Design cpu_register_bank, sky130hd; sources not shown.
Figure 1. Routing congestion map.
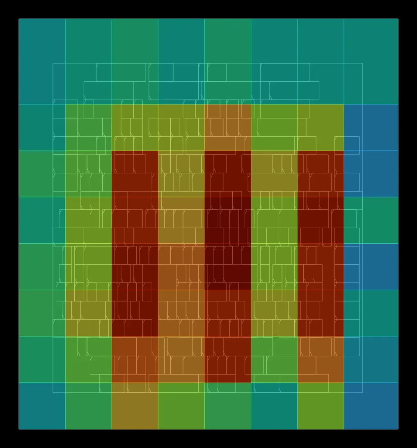
met3 Use GR: 0.0298
M2 GR Usage: 0.401
fin util: 0.715
GR peak layer: met2

Figure 2. Placement by cell class.
Bar = 20 um.
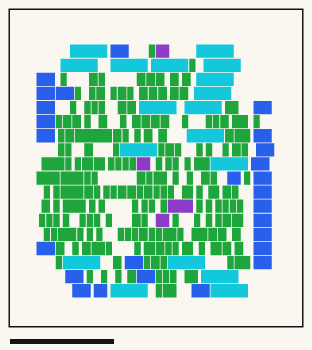
class	colour	cells	share of their area
other buffers and delay cells	blue	26	16%
flops	cyan	18	23%
all other logic	green	192	59%
clock drivers and dummy loads	purple	4	2.3%
final instance area: 1610 um2
flop share of the area: 0.224

==> results.ini <==
[critical_path]
critPathMaxStageDelay_ns = 0.53
r2r_cells = 15
r2r_slack_ns = 0.99
worstPathMaxFanout = 7
worstPathRequired_ns = 2.56
cp_common_cell = clkdlybuf4s50_1
crit_buf_inv = 2

[power]
powerClk_uw = 142
p_seq_frac = 0.467
p_total_uw = 519
power_frac_clock = 0.274
p_leak_nw = 0.789
vdd_drop_max_mv = 0.307
power_leader = registers
p_seq_uw = 243
pg_comb_uw = 134
internal-power_uw = 360
switchingPower_uw = 159
p_sw_frac = 0.307

[routing]
drc = 0
dr_wl_met3_um = 261
post_drt_wl_per_cell_um = 13.3
antenna_left = 0
top_layer = met4
viasPerCell = 5.40
drtIter0Drc = 53
dr.pass1.iters = 5

[flow_run]
maxCapViolCount = 0
warnings = 28

[worst_hold_path]
hold_depth = 2
hold_class = reg -> reg

[synthesis]
ys_ff = 18
edf_count = 0
synth_nets = 234
synth_cell_types = 26
yosys.area.top_type = dfxtp_1
synth_area_um2 = 1300
ys_top_cells_by_count = nand2_1, inv_1, nand3_1, o21ai_0, dfxtp_1
ys.warnings.count = 0
ys_cells = 213

[clocking]
clock-root-buffer = clkbuf_4
clk_pin_slew_worst_paths_ns = 0.09
cts_resized = 0
clk_path_buf_depth = 2
cts_sinks = 18

[finish]
regArea_um2 = 360
syn2layout_area_growth_pct = 23.9
nets = 262
fillerInstances = 211
lay_top_count = nand2_1

[floorplan]
fp.dieH_um = 61.0
dieWidth_um = 56.4
num_rows = 18

[sta]
worst_pin_slew_ns = 0.745
hold_viol = 0
relSlewSlack = 0.498
fin_crit_sh = 0.910
fin_skew_ns = 0.0143
holdWs_ns = 0.479
fin_tns_setup_ns = 0

[placed_design]
hpwl_um = 2890
port_buffers = 24
gp_congestion = 0.932

[outcome]
outcome = finished clean

[global_routing]
grt_use_total = 0.225
use_met1 = 0.255
antenna_found_initial = 0

## cells by family after synthesis
kind of cell               count (synthesis)  synth area share
adders and majority gates                  6            0.0635
and+or+nand+nor                           95             0.314
AOI/OAI and AO/OA                         42             0.194
buffers and inverters                     52             0.151
DFF                                       18             0.277
## final cells by class
cell class                 count  share of cell area
sequential                    18               0.224
clock buffer                   4              0.0225
tap                           30              0.0233
timing repair buffer          26               0.159
multi-input combinational    143               0.458
inverter                      49               0.114
## through the flow
step | instance area (um2) | worst slack (ns)
floorplan | 1300 | 1.04
global placement | 1580 | 0.215
detailed placement | 1580 | 0.155
CTS | 1620 | 0.277
global route | 1610 | 0.121
finish | 1610 | 0.287
